`src/rtl/lab3_pkg.sv`:
```
// Shared definitions for the lab3 sequential carry-lookahead datapath.
package lab3_pkg;

  // Bits handled per cycle; tied to the 4-bit lookahead generator.
  localparam int SLICE = 4;

  typedef enum logic [1:0] {
    IDLE = 2'd0,
    RUN  = 2'd1,
    DONE = 2'd2
  } state_e;

endpackage

```
`src/rtl/lab3_seq_cla_adder_cla.sv`:
```
// 4-bit carry-lookahead generator: carries C[4:1] from slice P/G and C0.
module lab3_seq_cla_adder_cla
  import lab3_pkg::*;
(
  input  logic [SLICE-1:0] p_i,
  input  logic [SLICE-1:0] g_i,
  input  logic             c0_i,
  output logic [SLICE:1]   c_o
);

  // Flattened lookahead equations, no ripple between bit positions.
  always_comb begin
    c_o[1] = g_i[0] | (p_i[0] & c0_i);
    c_o[2] = g_i[1] | (p_i[1] & g_i[0]) | (p_i[1] & p_i[0] & c0_i);
    c_o[3] = g_i[2] | (p_i[2] & g_i[1]) | (p_i[2] & p_i[1] & g_i[0])
           | (p_i[2] & p_i[1] & p_i[0] & c0_i);
    c_o[4] = g_i[3] | (p_i[3] & g_i[2]) | (p_i[3] & p_i[2] & g_i[1])
           | (p_i[3] & p_i[2] & p_i[1] & g_i[0])
           | (p_i[3] & p_i[2] & p_i[1] & p_i[0] & c0_i);
  end

endmodule

```
`src/rtl/lab3_seq_cla_adder.sv`:
```
// Multi-cycle adder/subtractor: one 4-bit lookahead slice per cycle,
// operands in and result out through valid/ready handshakes.
module lab3_seq_cla_adder
  import lab3_pkg::*;
#(
  parameter int WIDTH = 16
) (
  input  logic             clk,
  input  logic             rst_n,
  input  logic             in_valid,
  output logic             in_ready,
  input  logic [WIDTH-1:0] A,
  input  logic [WIDTH-1:0] B,
  input  logic             Cin,
  input  logic             Sub,
  output logic             out_valid,
  input  logic             out_ready,
  output logic [WIDTH-1:0] S,
  output logic             Cout,
  output logic             V
);

  localparam int NSL  = WIDTH / SLICE;
  localparam int IDXW = $clog2(NSL);

  state_e            state_q, state_d;
  logic [WIDTH-1:0]  a_q, a_d;
  logic [WIDTH-1:0]  b_q, b_d;
  logic [WIDTH-1:0]  s_q, s_d;
  logic              carry_q, carry_d;
  logic              cout_q, cout_d;
  logic              v_q, v_d;
  logic [IDXW-1:0]   idx_q, idx_d;

  logic [SLICE-1:0]  p, g;
  logic [SLICE:1]    c;

  // Latched operands shift right each cycle, so the active slice is always the low nibble.
  assign p = a_q[SLICE-1:0] ^ b_q[SLICE-1:0];
  assign g = a_q[SLICE-1:0] & b_q[SLICE-1:0];

  lab3_seq_cla_adder_cla u_cla (
    .p_i  (p),
    .g_i  (g),
    .c0_i (carry_q),
    .c_o  (c)
  );

  // Next-state and datapath update for the IDLE/RUN/DONE sequence.
  always_comb begin
    state_d = state_q;
    a_d     = a_q;
    b_d     = b_q;
    s_d     = s_q;
    carry_d = carry_q;
    cout_d  = cout_q;
    v_d     = v_q;
    idx_d   = idx_q;
    case (state_q)
      IDLE: begin
        if (in_valid) begin
          a_d     = A;
          b_d     = Sub ? ~B : B;
          carry_d = Sub ? 1'b1 : Cin;
          idx_d   = '0;
          s_d     = '0;
          state_d = RUN;
        end
      end
      RUN: begin
        s_d[int'(idx_q)*SLICE +: SLICE] = p ^ {c[SLICE-1:1], carry_q};
        carry_d = c[SLICE];
        a_d     = a_q >> SLICE;
        b_d     = b_q >> SLICE;
        if (idx_q == IDXW'(NSL-1)) begin
          cout_d  = c[SLICE];
          v_d     = c[SLICE] ^ c[SLICE-1];
          idx_d   = '0;
          state_d = DONE;
        end else begin
          idx_d = idx_q + 1'b1;
        end
      end
      DONE: begin
        if (out_ready) state_d = IDLE;
      end
      default: state_d = IDLE;
    endcase
  end

  // State and datapath registers; reset drops any operation in flight.
  always_ff @(posedge clk or negedge rst_n) begin
    if (!rst_n) begin
      state_q <= IDLE;
      a_q     <= '0;
      b_q     <= '0;
      s_q     <= '0;
      carry_q <= 1'b0;
      cout_q  <= 1'b0;
      v_q     <= 1'b0;
      idx_q   <= '0;
    end else begin
      state_q <= state_d;
      a_q     <= a_d;
      b_q     <= b_d;
      s_q     <= s_d;
      carry_q <= carry_d;
      cout_q  <= cout_d;
      v_q     <= v_d;
      idx_q   <= idx_d;
    end
  end

  assign in_ready  = (state_q == IDLE);
  assign out_valid = (state_q == DONE);
  assign S         = s_q;
  assign Cout      = cout_q;
  assign V         = v_q;

endmodule
```
`config.mk`:
```
export PLATFORM = sky130hd
export DESIGN_NAME = lab3_seq_cla_adder
export DESIGN_NICKNAME = d
export VERILOG_FILES = /design/src/rtl/lab3_pkg.sv /design/src/rtl/lab3_seq_cla_adder_cla.sv /design/src/rtl/lab3_seq_cla_adder.sv
export SDC_FILE = /design/constraint.sdc
export NUM_CORES = 1
export LEC_CHECK = 0
export ABC_AREA = 1
export CAP_MARGIN = 10
export CORE_ASPECT_RATIO = 1.4
export CORE_UTILIZATION = 51
export DETAILED_ROUTE_END_ITERATION = 16
export PLACE_DENSITY_LB_ADDON = 0.08
export SLEW_MARGIN = 10
export SYNTH_ARGS = -nofsm -noshare
export SYNTH_HDL_FRONTEND = slang
export SYNTH_SLANG_ARGS = --single-unit
```
`constraint.sdc`:
```
create_clock -name clk -period 1.9 [get_ports clk]
set_input_delay 0.38 -clock clk [delete_from_list [all_inputs] [get_ports clk]]
set_output_delay 0.38 -clock clk [all_outputs]
set_load 0.1 [all_outputs]
```
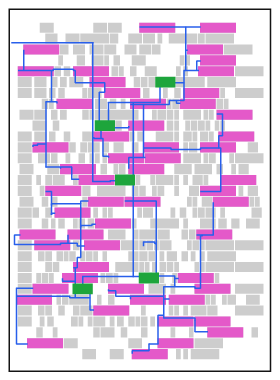
**Above:** clock wires, drivers and flops.
Drawn at 4 px/um.
legend:
  green:
    item: cells driving clock nets
    count: 5
  magenta:
    item: flip-flops
    count: 55
  blue:
    item: clock wires
    length: 641 um
routed clock nets: 6

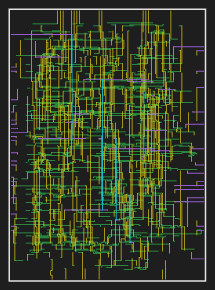
**Above:** wiring by layer.
Drawn at 3 px/um.
legend:
  green:
    layer: met1
    wire_length: 2500 um
  yellow:
    layer: met2
    wire_length: 2960 um
  purple:
    layer: met3
    wire_length: 256 um
  cyan:
    layer: met4
    wire_length: 170 um

==> impl_metrics.yaml <==
# yosys + openroad results
sta:
  rsz0062_at_grt: "false"
  holdWs_ps: 53.7
  hold_viol_final: 0
  setup_viol: 0
  fmax_ghz: 0.598
  period_used_pct: 88.0
  fin_ws_ps: 228
  clock_skew_ps: 8.62
  worst_pin_slew_ps: 420
  setup_tns_ps: 0
  slew_headroom_pct: 71.7
clock_network:
  cts_tree: "built"
  clock-sinks: 55
  cts_buffer_depth: 2
  ctsResizeCount: 0
  cts-root-buf: "clkbuf_8"
  cts_buffers: 5
  clkSlewWorstSetupHoldPaths_ps: 100
  post_cts_buffers: 0
  htree_levels: 2
  clock.latency.late_pin_ps: 310
layout:
  sh_seq_area_pct: 36.9
  lay_top_count: "nand2_1"
  nMultiInputCombCells: 210
  flops: 55
  regArea_mm2: 0.00138
  comb_area_mm2: 0.00118
  buf_share_pct: 21.6
  num-nonclk-buffers: 64
  drive_gt1_share_pct: 12.3
  final_cell_mix: "60 x nand2_1, 59 x o21ai_0, 55 x dfrtp_1, 41 x inv_1, 36 x clkdlybuf4s50_1"
  final_cells: 447
  num_antenna_cells: 0
  top_area_cell_class: "flip-flops and latches"
  areaGrowthSynthToFinish_pct: 31.9
  clockNetworkAreaShare_pct: 3.15
  fill_cells: 454
  nClkBuffers: 6
  nets: 429
  comb_area_share_pct: 31.6
  n_all_inverters: 44
  post-route-cell-area_mm2: 0.00373
grt:
  grt_overflow: 0
  grt_util_met2_pct: 35.6
  grt.busiest_layer: "met2"
  grt_max_degree: 56
  grt_pass1_vias: 2210
  antenna_found_initial: 0
  grt_util_met3_pct: 3.30
  grt_use_total_pct: 22.2
  use_met1_pct: 29.1
  grt_pass1_wl_um: 10100
worst_setup_path:
  rr_worst_depth: 10
  critPathMaxFanout: 4
  path_buffers: 0
  r2r_setup_slack_ps: 230
  arrival_ps: 1920
  crit_end: "S[15]$_DFFE_PN0P_"
  crit_path_end_kind: "register"
  cp_slowest_stage_delay_ps: 400
  cp_data_required_time_ps: 2150
  crit_chain: "ha_1 > nand2_1 > nand2_1 > nor2_1 > nand2_1 > nand2_1 > nand3_1 > nor2_1 > nand2_1 > nand2_1"
  path_common_cell: "nand2_1"
  cp_top_family: "simple AND/OR/NAND/NOR gates"
  reg2reg_from: "a_q[2]$_DFFE_PN0P_"
  cp-start-kind: "register"
  path_class: "register to register"
  worst_setup_path_startpoint: "a_q[2]$_DFFE_PN0P_"
  reg2reg_to: "S[15]$_DFFE_PN0P_"
synthesis:
  edf_count: 0
  top_cell_area_share_pct: 48.7
  ys.flops: 55
  common_cells: "60 x nand2_1, 59 x o21ai_0, 55 x dfrtp_1, 41 x inv_1"
  ys_sh_mux_pct: 0
  largest_area_cell: "dfrtp_1"
  synth_nets: 372
  ys_sh_simple_pct: 13.4
  synthCells: 323
  xor_area_share_pct: 5.58
  ys_dominant_reg_cell: "dfrtp_1"
  yosys_warnings: 0
  synth_area_per_cell_um2: 8.75
  aoi_share_pct: 17.5
  ys_seq_share_pct: 48.7
  async_flop_share_pct: 100
  top_logic_kind: "AND-OR/OR-AND gates"
  netlist_area_mm2: 0.00283
  top_cell: "nand2_1"
  yosysUniqueCellTypes: 29
  ys_area_mm2: 0.00283
  synthAdderAreaFrac_pct: 5.13
power:
  p_switching_w: 0.00365
  seq_power_share_pct: 27.8
  p_clk_w: 0.000806
  power_density_mw_per_mm2: 1930
  p_sw_share_pct: 50.6
  pg_comb_w: 0.00440
  seq_power_w: 0.00200
  peakVddDrop_v: 0.000883
  p_leak_nw: 1.77
  power_w: 0.00721
  maxPowerGroup: "combinational logic"
  clkPwrFrac_pct: 11.2
die:
  num_rows: 31
  ios: 58
  die_x_um: 64.9
  fp_util_pct: 54.0
  core_area_mm2: 0.00524
  die_h_um: 90.1
  die_area_mm2: 0.00585
run_status:
  status: "completed"
place:
  port_buffers: 57
  place_ws_ps: 136
  dp_cells: 439
  place.gp.congestion: 0.839
  place_area_mm2: 0.00361
  dp_hpwl_um: 4160
flow_run:
  maxCapViolCount: 0
  warnings: 32
detailed_routing:
  maxUsedRoutingLayer: "met4"
  drt_wl_total_um: 5890
  wl_met2_um: 2960
  dr_wl_met3_um: 255
  drcViolationCount: 0
  num_vias: 2342
  firstDrtPassIters: 4
  vias_per_cell: 5.24
  drt_iter0_markers: 96
  antenna_left: 0
  wl_per_cell_um: 13.2
  wl_met1_um: 2500
min_path:
  hold_class: "primary input to async pin"
No activity file was given, so power comes from the tool's default toggle rates.
